--- src/rtl/rect_filler.sv ---
// Rectangle fill engine: walks an inclusive rectangle row-major in 8-pixel bursts
// and emits one address-FIFO command plus two 128-bit write-data beats per burst.
module rect_filler #(
  parameter int FB_HEIGHT = 768,
  parameter int FB_WIDTH  = 1024
) (
  input  logic         clk,
  input  logic         rst,
  input  logic         start,
  input  logic [9:0]   x0,
  input  logic [9:0]   y0,
  input  logic [9:0]   x1,
  input  logic [9:0]   y1,
  input  logic [23:0]  color,
  input  logic [31:0]  frame_base,
  output logic         ready,
  input  logic         af_full,
  input  logic         wdf_full,
  output logic [2:0]   af_cmd_din,
  output logic [30:0]  af_addr_din,
  output logic         af_wr_en,
  output logic [127:0] wdf_din,
  output logic [15:0]  wdf_mask_din,
  output logic         wdf_wr_en
);

  localparam logic [9:0] Y_MAX = 10'(FB_HEIGHT - 1);

  typedef enum logic [1:0] {IDLE, SETUP, W1, W2} state_t;

  state_t      state, state_next;
  logic [9:0]  x0_r, x1_r, y0_r, y1_r;
  logic [23:0] color_r;
  logic [5:0]  fb_r;
  logic [9:0]  cur_y;
  logic [6:0]  cur_g;
  logic [9:0]  y1_eff;
  logic        accept, rect_empty, w1_fire, w2_fire;
  logic        row_more, col_more;
  logic        unused_bits;

  // Only bits [27:22] of the base matter; the row pitch is baked into the address layout.
  assign unused_bits = (^{frame_base[31:28], frame_base[21:0]}) ^ (FB_WIDTH != 1024);

  assign y1_eff     = (y1_r > Y_MAX) ? Y_MAX : y1_r;
  assign rect_empty = (x0_r > x1_r) || (y0_r > y1_eff);
  assign col_more   = cur_g < x1_r[9:3];
  assign row_more   = cur_y < y1_eff;
  assign ready      = (state == IDLE);

  // Byte-enable mask for one half burst: a pixel outside [x0, x1] is fully masked.
  function automatic logic [15:0] half_mask(input logic [6:0] g, input logic hi,
                                            input logic [9:0] lo_x, input logic [9:0] hi_x);
    logic [9:0] px;
    half_mask = '0;
    for (int q = 0; q < 4; q++) begin
      px = {g, hi, 2'(q)};
      half_mask[4*q +: 4] = ((px < lo_x) || (px > hi_x)) ? 4'hF : 4'h0;
    end
  endfunction

  always_ff @(posedge clk or posedge rst) begin
    if (rst) state <= IDLE;
    else     state <= state_next;
  end

  always_comb begin
    state_next = state;
    accept     = 1'b0;
    w1_fire    = 1'b0;
    w2_fire    = 1'b0;
    case (state)
      IDLE: begin
        if (start) begin
          accept     = 1'b1;
          state_next = SETUP;
        end
      end
      SETUP: state_next = rect_empty ? IDLE : W1;
      W1: begin
        if (!af_full && !wdf_full) begin
          w1_fire    = 1'b1;
          state_next = W2;
        end
      end
      W2: begin
        if (!wdf_full) begin
          w2_fire    = 1'b1;
          state_next = (col_more || row_more) ? W1 : IDLE;
        end
      end
      default: state_next = IDLE;
    endcase
  end

  // Strobes and payload are registered so the FIFOs see clean, glitch-free writes.
  always_ff @(posedge clk or posedge rst) begin
    if (rst) begin
      x0_r         <= '0;
      x1_r         <= '0;
      y0_r         <= '0;
      y1_r         <= '0;
      color_r      <= '0;
      fb_r         <= '0;
      cur_y        <= '0;
      cur_g        <= '0;
      af_wr_en     <= 1'b0;
      wdf_wr_en    <= 1'b0;
      af_cmd_din   <= '0;
      af_addr_din  <= '0;
      wdf_din      <= '0;
      wdf_mask_din <= 16'hFFFF;
    end else begin
      af_wr_en  <= w1_fire;
      wdf_wr_en <= w1_fire || w2_fire;
      if (accept) begin
        x0_r    <= x0;
        x1_r    <= x1;
        y0_r    <= y0;
        y1_r    <= y1;
        color_r <= color;
        fb_r    <= frame_base[27:22];
      end
      if (state == SETUP) begin
        cur_y <= y0_r;
        cur_g <= x0_r[9:3];
      end
      if (w1_fire) begin
        af_cmd_din   <= 3'b000;
        af_addr_din  <= {6'b0, fb_r, cur_y, cur_g, 2'b00};
        wdf_din      <= {4{8'h00, color_r}};
        wdf_mask_din <= half_mask(cur_g, 1'b0, x0_r, x1_r);
      end
      if (w2_fire) begin
        wdf_din      <= {4{8'h00, color_r}};
        wdf_mask_din <= half_mask(cur_g, 1'b1, x0_r, x1_r);
        if (col_more) begin
          cur_g <= cur_g + 7'd1;
        end else if (row_more) begin
          cur_y <= cur_y + 10'd1;
          cur_g <= x0_r[9:3];
        end
      end
    end
  end

endmodule

--- config.mk ---
export PLATFORM = sky130hd
export DESIGN_NAME = rect_filler
export DESIGN_NICKNAME = d
export VERILOG_FILES = /design/src/rtl/rect_filler.sv
export SDC_FILE = /design/constraint.sdc
export NUM_CORES = 1
export LEC_CHECK = 0
export CORE_UTILIZATION = 47
export CTS_BUF_LIST = sky130_fd_sc_hd__clkbuf_8
export DETAILED_ROUTE_END_ITERATION = 8
export PLACE_DENSITY = 0.83
export RECOVER_POWER = 100
export SYNTH_ARGS = -nofsm -noshare
export SYNTH_HDL_FRONTEND = slang
export SYNTH_SLANG_ARGS = --single-unit
--- constraint.sdc ---
create_clock -name clk -period 5.5 [get_ports clk]
set_input_delay 1.1 -clock clk [delete_from_list [all_inputs] [get_ports clk]]
set_output_delay 1.1 -clock clk [all_outputs]
set_load 0.05 [all_outputs]
==> images/io_fan.png <==
Scale: 3 px per um.
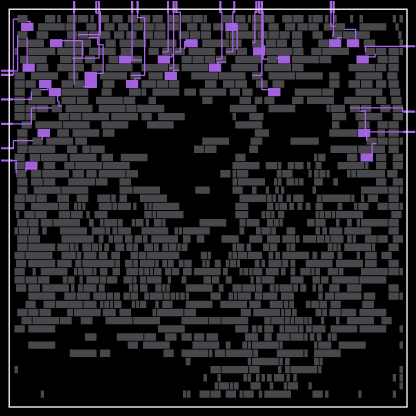
color: shown in purple, bits 24, direction input, end cells 24, buffers 24, wire 548 um.

==> images/clocks.png <==
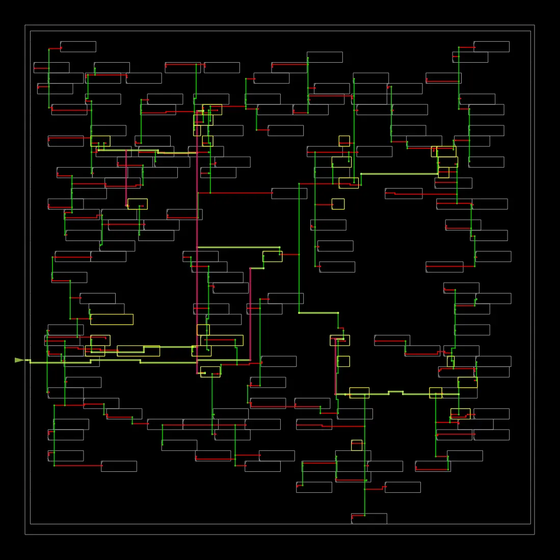
CTS buffer count: 17
registers: 142

==> images/placement_by_type.png <==
Scale: 3 px per um. Fill, decap, tap and diode cells in grey.
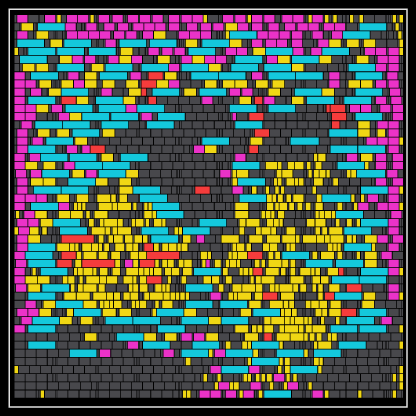
clock drivers and dummy loads: shown in red, cells 31, share of their area 4.2%. remaining buffers and delay cells: shown in magenta, cells 217, share of their area 22%. sequential cells: shown in cyan, cells 142, share of their area 37%. combinational and other logic: shown in yellow, cells 499, share of their area 37%.
Core Util, Final: 59.7%
# rows: 47
Finished Cell Area: 9900 um2
Seq/total area: 35.9%

==> images/layer_met2.png <==
Scale: 4 px per um. Cells faint in the background.
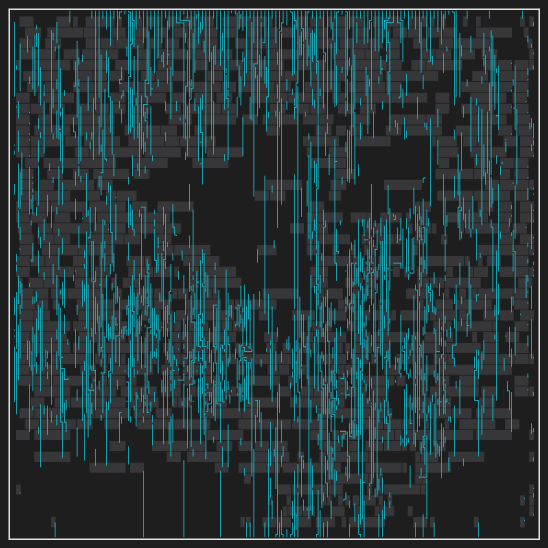
869 nets have wire on it. The wires run mostly vertical. The longest straight run is 76.5 um. The layer carries 8710 um of wire.

==> images/clk_routes.png <==
Scale: 4 px per um.
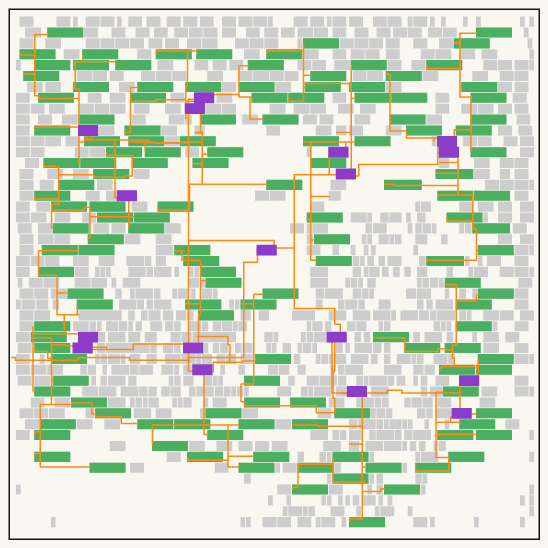
flip-flops: shown in green, count 142. clock wires: shown in orange, length 1760 um. clock drivers: shown in purple, count 17.
There are 18 routed clock nets.

==> results.yml <==
# physical design summary
power_and_ir_drop:
  p_leak_nw: 4.90
global_routing:
  grt_use_total_pct: 20.9
  grt_max_degree: 109
worst_hold_path:
  hold_class: "reg -> reg"
outcome:
  violations: "capacitance limit, slew limit"
  status: "finished with violations"
sta:
  fin_hold_ws_ns: 0.502
  tightest_slew_ns: 2.26
  slew_viol_final: 123
  fmax_ghz: 0.260
  skew_ns: 0.0124
worst_setup_path:
  cp-end-kind: "flip-flop"
  crit_type: "in -> reg"
yosys:
  syn_inst: 750
flow_run:
  cap_violations: 2
clock_tree:
  postCtsSetupRepairBufs: 0
  cts_root_buffer: "clkbuf_8"
  hold_buffers: 0
finish:
  fillers: 1408
  inverters: 30
detailed_routing:
  antenna_left: 0
[cells by family after synthesis]
kind of cell,share of synthesized area [%]
buf+inv,14.6
flops,44.7
other cells,0.0471
mux,14.0
compound gates,10.0
fa+ha+maj,6.89
xor+xnor,0.330
simple gates,9.34
[where the power goes]
part           total (mW)  switching, mW  internal [mW]
combinational       0.391          0.256          0.135
sequential           1.11         0.0358           1.07
clock               0.860          0.414          0.446
[layer usage]
metal / track usage, % / up-vias / part of all wire [%]
li1: - / 2720 / -
met1: 27.6 / 2763 / 44
met2: 34.8 / 196 / 50
met3: 4.23 / 18 / 5.0
met4: 5.94 / 0 / 1.1
met5: 0 / - / 0
[flip-flops by register name, indices dropped and copies added, names as in the netlist]
register and count:
wdf_mask_din 4, wdf_wr_en 1, y1_r 10, x1_r 10
wdf_din 24, af_wr_en 1, state 2, af_addr_din 23
cur_g 7, color_r 24, cur_y 10, fb_r 6
x0_r 10, y0_r 10
[worst max path at each step]
stage,to,slack (ns),depth (start not counted)
after global routing,wdf_mask_din[3],1.32,7
after detailed placement,af_addr_din[20],1.94,5
after floorplan,af_addr_din[10],0.60,1
after global placement,af_addr_din[20],1.95,5
final,af_addr_din[23],1.65,5
after CTS,ready,2.23,2
[cells in the final DEF (no fill, tap or decap), types with 4 or more instances in the layout]
cell type | synthesis | routed
inv_1 | 30 | 30
a21o_1 | 9 | 9
or3_1 | 5 | 5
clkbuf_8 | 0 | 17
nor3_1 | 13 | 13
conb_1 | 1 | 43
clkinvlp_4 | 0 | 5
and3_1 | 7 | 7
dfrtp_1 | 138 | 138
a221o_1 | 6 | 6
dlygate4sd3_1 | 0 | 141
a211oi_1 | 12 | 12
o211ai_1 | 4 | 4
nor2_1 | 40 | 40
nand2_1 | 43 | 43
nand4_1 | 5 | 5
or2_2 | 4 | 4
nand3_1 | 18 | 18
dfstp_2 | 4 | 4
a31oi_1 | 6 | 6
nand3b_1 | 4 | 4
a21oi_1 | 27 | 26
mux2_2 | 98 | 97
o21ai_0 | 41 | 42
ha_1 | 43 | 43
clkdlybuf4s50_1 | 0 | 71
[synthesized netlist by cell type (3+ instances only)]
cell / n / share of area, %
a211oi_1: 12 / 1.1
a21o_1: 9 / 0.85
a21oi_1: 27 / 1.7
a221o_1: 6 / 0.75
a31oi_1: 6 / 0.47
and3_1: 7 / 0.55
and4_1: 3 / 0.33
buf_2: 6 / 0.38
buf_4: 127 / 12
clkbuf_1: 17 / 0.80
dfrtp_1: 138 / 43
dfstp_2: 4 / 1.3
ha_1: 43 / 6.8
inv_1: 30 / 1.4
mux2_2: 98 / 14
nand2_1: 43 / 2.0
nand3_1: 18 / 1.1
nand3b_1: 4 / 0.38
nand4_1: 5 / 0.39
nor2_1: 40 / 1.9
nor2b_1: 3 / 0.24
nor3_1: 13 / 0.82
o211ai_1: 4 / 0.38
o21ai_0: 41 / 2.6
or2_2: 4 / 0.31
or3_1: 5 / 0.39
[worst max-delay path: cells and delay by family]
kind	cells	cell delay (ns)
and+or+nand+nor	2	1.65
buffers and inverters	2	1.05
muxes	1	0.37
No activity file was given, so power comes from the tool's default toggle rates.
